==> run_1/pinout.png <==
Drawn at 8 px/um. Pins as bars across the die edge, other pins in grey.
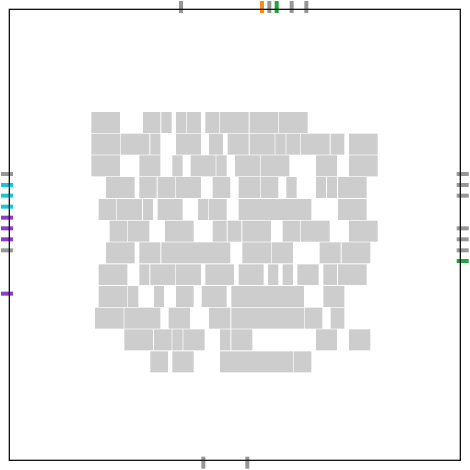
==> run_1/closeup.png <==
Window x 16 to 41, y 4 to 29 um. Cells in grey, sequential cells in the stronger grey; small squares are vias.
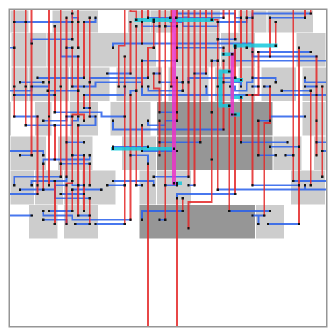
==> run_1/congestion_map.png <==
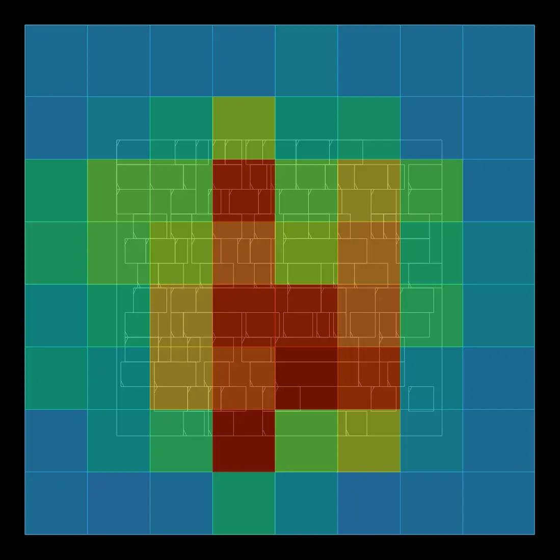
[src/rtl/cpu_ctrl_pkg.sv]
// Shared control types for the CPU sequencer, bus multiplexer and datapath.
package cpu_ctrl_pkg;

  typedef enum logic [3:0] {
    S_START = 4'd0,
    S_F1    = 4'd1,
    S_F2    = 4'd2,
    S_F3    = 4'd3,
    S_DEC   = 4'd4,
    S_RD    = 4'd5,
    S_EXAC  = 4'd6,
    S_ST1   = 4'd7,
    S_ST2   = 4'd8,
    S_JMP   = 4'd9,
    S_HALT  = 4'd10
  } state_t;

  typedef enum logic [3:0] {
    OP_NOP  = 4'd0,
    OP_LDAC = 4'd1,
    OP_STAC = 4'd2,
    OP_JUMP = 4'd3,
    OP_JMPZ = 4'd4,
    OP_ADD  = 4'd5,
    OP_SUB  = 4'd6,
    OP_AND  = 4'd7,
    OP_OR   = 4'd8,
    OP_NOT  = 4'd9,
    OP_INAC = 4'd10,
    OP_CLAC = 4'd11,
    OP_HALT = 4'd15
  } opcode_t;

  typedef enum logic [2:0] {
    ALU_PASS = 3'd0,
    ALU_ADD  = 3'd1,
    ALU_SUB  = 3'd2,
    ALU_AND  = 3'd3,
    ALU_OR   = 3'd4,
    ALU_NOT  = 3'd5,
    ALU_INC  = 3'd6,
    ALU_CLR  = 3'd7
  } alu_op_t;

  localparam logic [1:0] BUS_PC  = 2'd0;
  localparam logic [1:0] BUS_DR  = 2'd1;
  localparam logic [1:0] BUS_MEM = 2'd2;

  typedef struct packed {
    logic [1:0] bus_sel;
    logic       ar_ld;
    logic       pc_ld;
    logic       pc_inc;
    logic       dr_ld;
    logic       dr_ld_ac;
    logic       ir_ld;
    logic       ac_ld;
    alu_op_t    alu_op;
    logic       mem_rd;
    logic       mem_wr;
    logic       halted;
    logic       illegal;
  } ctrl_t;

  function automatic logic is_reserved_op(input logic [3:0] op);
    return (op >= 4'd12) && (op <= 4'd14);
  endfunction

endpackage

[src/rtl/cpu_ctrl_decode.sv]
// Combinational state+opcode -> control word decoder.
// CPU_CTRL_ILLEGAL_EN: reserved opcodes 12-14 raise illegal during DEC.
module cpu_ctrl_decode
  import cpu_ctrl_pkg::*;
(
  input  state_t      state_i,
  input  logic [3:0]  opcode_i,
  input  logic        mem_ready_i,
  output ctrl_t       ctrl_o
);

  always_comb begin
    ctrl_o         = '0;
    ctrl_o.bus_sel = BUS_PC;
    ctrl_o.alu_op  = ALU_PASS;
    case (state_i)
      S_F1: ctrl_o.ar_ld = 1'b1;
      S_F2: begin
        ctrl_o.bus_sel = BUS_MEM;
        ctrl_o.mem_rd  = 1'b1;
        ctrl_o.dr_ld   = 1'b1;
        // PC advances only once, in the cycle the fetch completes
        ctrl_o.pc_inc  = mem_ready_i;
      end
      S_F3: begin
        ctrl_o.bus_sel = BUS_DR;
        ctrl_o.ir_ld   = 1'b1;
        ctrl_o.ar_ld   = 1'b1;
      end
      S_DEC: begin
`ifdef CPU_CTRL_ILLEGAL_EN
        ctrl_o.illegal = is_reserved_op(opcode_i);
`endif
      end
      S_RD: begin
        ctrl_o.bus_sel = BUS_MEM;
        ctrl_o.mem_rd  = 1'b1;
        ctrl_o.dr_ld   = 1'b1;
      end
      S_EXAC: begin
        ctrl_o.bus_sel = BUS_DR;
        ctrl_o.ac_ld   = 1'b1;
        case (opcode_i)
          OP_ADD:  ctrl_o.alu_op = ALU_ADD;
          OP_SUB:  ctrl_o.alu_op = ALU_SUB;
          OP_AND:  ctrl_o.alu_op = ALU_AND;
          OP_OR:   ctrl_o.alu_op = ALU_OR;
          OP_NOT:  ctrl_o.alu_op = ALU_NOT;
          OP_INAC: ctrl_o.alu_op = ALU_INC;
          OP_CLAC: ctrl_o.alu_op = ALU_CLR;
          default: ctrl_o.alu_op = ALU_PASS;
        endcase
      end
      S_ST1: ctrl_o.dr_ld_ac = 1'b1;
      S_ST2: begin
        ctrl_o.bus_sel = BUS_DR;
        ctrl_o.mem_wr  = 1'b1;
      end
      S_JMP: begin
        ctrl_o.bus_sel = BUS_DR;
        ctrl_o.pc_ld   = 1'b1;
      end
      S_HALT: ctrl_o.halted = 1'b1;
      default: ;
    endcase
  end

endmodule

[src/rtl/cpu_control_fsm.sv]
// Fetch/decode/execute sequencer: state register and next-state logic.
// CPU_CTRL_ILLEGAL_EN: reserved opcodes 12-14 halt the CPU instead of acting as NOP.
module cpu_control_fsm
  import cpu_ctrl_pkg::*;
#(
  parameter int OPW  = 4,
  parameter int ALUW = 3
) (
  input  logic            clk,
  input  logic            rst_n,
  input  logic [OPW-1:0]  ir_opcode,
  input  logic            z_flag,
  input  logic            mem_ready,
  output logic [1:0]      bus_sel,
  output logic            ar_ld,
  output logic            pc_ld,
  output logic            pc_inc,
  output logic            dr_ld,
  output logic            dr_ld_ac,
  output logic            ir_ld,
  output logic            ac_ld,
  output logic [ALUW-1:0] alu_op,
  output logic            mem_rd,
  output logic            mem_wr,
  output logic            halted,
  output logic            illegal
);

  state_t     state_q, state_d;
  logic [3:0] op;
  ctrl_t      ctrl;

  assign op = ir_opcode[3:0];

  always_ff @(posedge clk or negedge rst_n) begin
    if (!rst_n) state_q <= S_START;
    else        state_q <= state_d;
  end

  always_comb begin
    state_d = state_q;
    case (state_q)
      S_START: state_d = S_F1;
      S_F1:    state_d = S_F2;
      S_F2:    if (mem_ready) state_d = S_F3;
      S_F3:    state_d = S_DEC;
      S_DEC: begin
        case (op)
          OP_NOP:                                state_d = S_F1;
          OP_LDAC, OP_ADD, OP_SUB, OP_AND, OP_OR: state_d = S_RD;
          OP_STAC:                               state_d = S_ST1;
          OP_JUMP:                               state_d = S_JMP;
          OP_JMPZ:                               state_d = z_flag ? S_JMP : S_F1;
          OP_NOT, OP_INAC, OP_CLAC:              state_d = S_EXAC;
          OP_HALT:                               state_d = S_HALT;
          default: begin
`ifdef CPU_CTRL_ILLEGAL_EN
            state_d = S_HALT;
`else
            state_d = S_F1;
`endif
          end
        endcase
      end
      S_RD:    if (mem_ready) state_d = S_EXAC;
      S_EXAC:  state_d = S_F1;
      S_ST1:   state_d = S_ST2;
      S_ST2:   if (mem_ready) state_d = S_F1;
      S_JMP:   state_d = S_F1;
      S_HALT:  state_d = S_HALT;
      default: state_d = S_START;
    endcase
  end

  cpu_ctrl_decode u_decode (
    .state_i     (state_q),
    .opcode_i    (op),
    .mem_ready_i (mem_ready),
    .ctrl_o      (ctrl)
  );

  assign bus_sel  = ctrl.bus_sel;
  assign ar_ld    = ctrl.ar_ld;
  assign pc_ld    = ctrl.pc_ld;
  assign pc_inc   = ctrl.pc_inc;
  assign dr_ld    = ctrl.dr_ld;
  assign dr_ld_ac = ctrl.dr_ld_ac;
  assign ir_ld    = ctrl.ir_ld;
  assign ac_ld    = ctrl.ac_ld;
  assign alu_op   = ALUW'(ctrl.alu_op);
  assign mem_rd   = ctrl.mem_rd;
  assign mem_wr   = ctrl.mem_wr;
  assign halted   = ctrl.halted;
  assign illegal  = ctrl.illegal;

endmodule
[config.mk]
export PLATFORM = sky130hd
export DESIGN_NAME = cpu_control_fsm
export DESIGN_NICKNAME = d
export VERILOG_FILES = /design/src/rtl/cpu_ctrl_pkg.sv /design/src/rtl/cpu_ctrl_decode.sv /design/src/rtl/cpu_control_fsm.sv
export SDC_FILE = /design/constraint.sdc
export NUM_CORES = 1
export LEC_CHECK = 0
export CORE_MARGIN = 10
export CORE_UTILIZATION = 44
export DETAILED_ROUTE_END_ITERATION = 10
export GPL_TIMING_DRIVEN = 1
export MAX_ROUTING_LAYER = met4
export PLACE_DENSITY = 0.82
export SLEW_MARGIN = 10
export SYNTH_ARGS = -nofsm -noshare
export SYNTH_HDL_FRONTEND = slang
export SYNTH_SLANG_ARGS = --single-unit
[constraint.sdc]
create_clock -name clk -period 2.4 [get_ports clk]
set_input_delay 0.48 -clock clk [delete_from_list [all_inputs] [get_ports clk]]
set_output_delay 0.48 -clock clk [all_outputs]
set_load 0.005 [all_outputs]
==> results.yml, run 1 <==
# physical design summary
finish:
  stdcell_area_um2: 848
  clockBufferCount: 3
  fill_cells: 100
  buffers_excl_clock: 30
  lay_top_cells: "clkdlybuf4s50_1 (22), nor2_1 (8), buf_4 (8), nand2_1 (6), nand2b_1 (5)"
setup_path:
  reg2reg_depth: 5
  crit_path_top_delay_cell: "clkdlybuf4s50_1"
  r2r_slack_ps: 840
  crit_path_end: "alu_op[0]"
  crit_path_end_kind: "output port"
  worstPathCellList: "nand2b_1 -> or2_4 -> nor2_1 -> and2_1 -> clkdlybuf4s50_1"
  crit_required_ps: 1920
global_routing:
  grt_pass1_wl_um: 3020
  grt_overflow_total: 0
power:
  comb_power_w: 0.000697
  p_int_w: 0.000505
  switching_share_pct: 44.1
  p_leak_nw: 0.332
  maxPowerGroup: "combinational logic"
synth:
  ys_sh_simple_pct: 36.7
  synth_warnings: 0
  fp_nets: 86
  edf_count: 0
  mux_share_pct: 3.47
  postSynthAreaPerCell_um2: 7.39
  yosysCellCount: 78
  ys_seq_share_pct: 17.4
clocking:
  clk_pin_slew_worst_paths_ps: 40
  cts-buffers-inserted: 3
  root_buffer: "clkbuf_4"
final_timing:
  hold_viol: 0
  max_freq_mhz: 428
placement:
  dpl.cell_count: 113
  place_area_um2: 818
  pre_cts_ws_ps: 81.1
detailed_routing:
  detail-route-antenna-nets: 0
  drt_iter0_markers: 22
  post_drt_wl_per_cell_um: 16.0
  met3_length_um: 102
  first_pass_iters: 4
status:
  outcome: "finished, final reports clean"
die:
  ios: 24
worst_hold_path:
  hold_path_class: "in2async"
Back to the opening pictures, pinout.png:
ir_opcode: marked purple, pins 4, direction input, edge left. bus_sel: marked green, pins 2, direction output, edge 1 top, 1 right. alu_op: marked cyan, pins 3, direction output, edge left. mem_ready: marked orange, pins 1, direction input, edge top.
All pins by edge: 9 left, 7 right, 6 top, 2 bottom.

Back to the opening pictures, closeup.png:
M4: marked magenta. M3: marked cyan. M2: marked red. M1: marked blue.
43 logic cells have their middle in the window. Sequential cells in the window: 3. Netlist names of flops here include state_q (3). Most frequent: buf_4 (5), nand2_1 (4).

Back to the opening pictures, congestion_map.png:
met2 Usage GRT: 21.4%
grt met1 use: 10.5%
total track usage: 11.3%
most used routing layer in global routing: met2
met3 Resource Use GR: 2.28%

## run 1: cells in the mapped netlist, drive strengths merged (2+ instances only)
library cell  instances
nor2                  8
buf                   7
nand2                 6
nand2b                5
a21oi                 4
dfrtp                 4
inv                   3
a31oi                 2
and2                  2
clkbuf                2
mux2i                 2
nand3                 2
nor2b                 2
nor3                  2
nor3b                 2
nor4b                 2
o21a                  2
o21ai                 2
or2                   2
xor2                  2
## run 1: logic make-up after synthesis
logic type,count (synthesis)
other,1
flip-flops,4
multiplexers,2
AND-OR/OR-AND,20
buffers and inverters,12
XOR/XNOR,3
AND/OR/NAND/NOR,36
## run 1: what timing repair did
item / in CTS / in global routing
setup endpoints to repair: 0 / 3
resized: 0 / 2
hold buffers: 0 / 0
==> run_1/class_map.png <==
Drawn at 6 px/um.
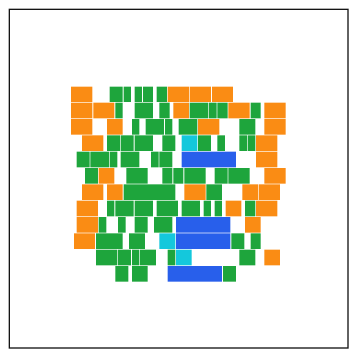

==> inputs of run 2 (changes only) <==
CORE_MARGIN = 3   (was 10)
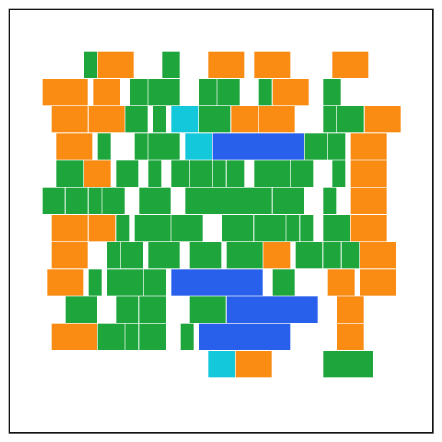
(run_2/class_map.png)
Drawn at 10 px/um.
registers: marked blue, cells 4, share of their area 12%. remaining buffers and delay cells: marked orange, cells 30, share of their area 34%. remaining logic cells: marked green, cells 65, share of their area 51%. clock-net drivers: marked cyan, cells 3, share of their area 2.7%.

==> run 2 against run 1 <==
Compared with the run above:
- critical path depth shrank 2
- core utilization grew 0.64 points
- maximum frequency grew 2.0%
- flip-flop count is the same
- clock-buffer cell count is the same
- final area grew 0.88%
- synthesized cell count is the same
- combinational power shrank 2%
==> results.yml, run 2 <==
# physical design summary
finish:
  stdcell_area_um2: 856
  fill_cells: 106
  final_cells: 116
  syn_to_final_growth_pct: 48.4
  lay_top_cells: "clkdlybuf4s50_1 (20), nor2_1 (8), buf_4 (8), nand2_1 (6)"
detailed_routing:
  first_pass_iters: 4
  met3_length_um: 91
  drt_iter0_markers: 15
  post_drt_wl_per_cell_um: 13.1
  detail-route-antenna-nets: 0
synth:
  postSynthAreaPerCell_um2: 7.39
  yosysCellCount: 78
  common_cells: "nor2_1 (8), nand2_1 (6), nand2b_1 (5), dfrtp_1 (4)"
  mux_share_pct: 3.47
power:
  comb_power_w: 0.000683
  p_int_w: 0.000512
  p_leak_nw: 0.351
  maxPowerGroup: "combinational logic"
  switching_share_pct: 42.5
global_routing:
  track_usage_pct: 19.2
clocking:
  clk_pin_slew_worst_paths_ps: 40
  root_buffer: "clkbuf_4"
  cts-buffers-inserted: 3
  cts_resized: 0
setup_path:
  worstPathCellList: "clkdlybuf4s50_1 -> nor4b_1 -> clkdlybuf4s50_1"
  crit_path_end_kind: "output port"
  crit_required_ps: 1920
  crit_path_top_delay_cell: "clkdlybuf4s50_1"
  reg2reg_depth: 5
final_timing:
  hold_viol: 0
  max_freq_mhz: 436
die:
  ios: 24
status:
  outcome: "finished, final reports clean"
worst_hold_path:
  hold_path_class: "in2async"
placement:
  pre_cts_ws_ps: 91.3
-- run 2: layout make-up --
class | instances | area share (%)
multi-input combinational | 62 | 49.0
clock buffer | 3 | 2.63
inverter | 3 | 1.32
tap | 14 | 2.05
sequential | 4 | 11.7
timing repair buffer | 30 | 33.3
-- run 2: path summary, 6_finish.rpt --
path / slack (ps) / start / to
max in group asynchronous: 1790 / rst_n / state_q[1]
worst min register to register: 740 / state_q[1] / state_q[3]
worst max register to register: 870 / state_q[1] / state_q[1]
min in group clk: 740 / ir_opcode[3] / state_q[2]
worst max-delay path: 110 / mem_ready / pc_inc
worst min-delay path: 430 / rst_n / state_q[0]
-- run 2: metal layers --
layer / vias up / track usage (%)
met5: - / -
met4: 0 / 18.0
met3: 6 / 2.58
met2: 32 / 29.5
met1: 296 / 20.9
li1: 327 / -
Power is estimated from default activity; no workload was simulated.
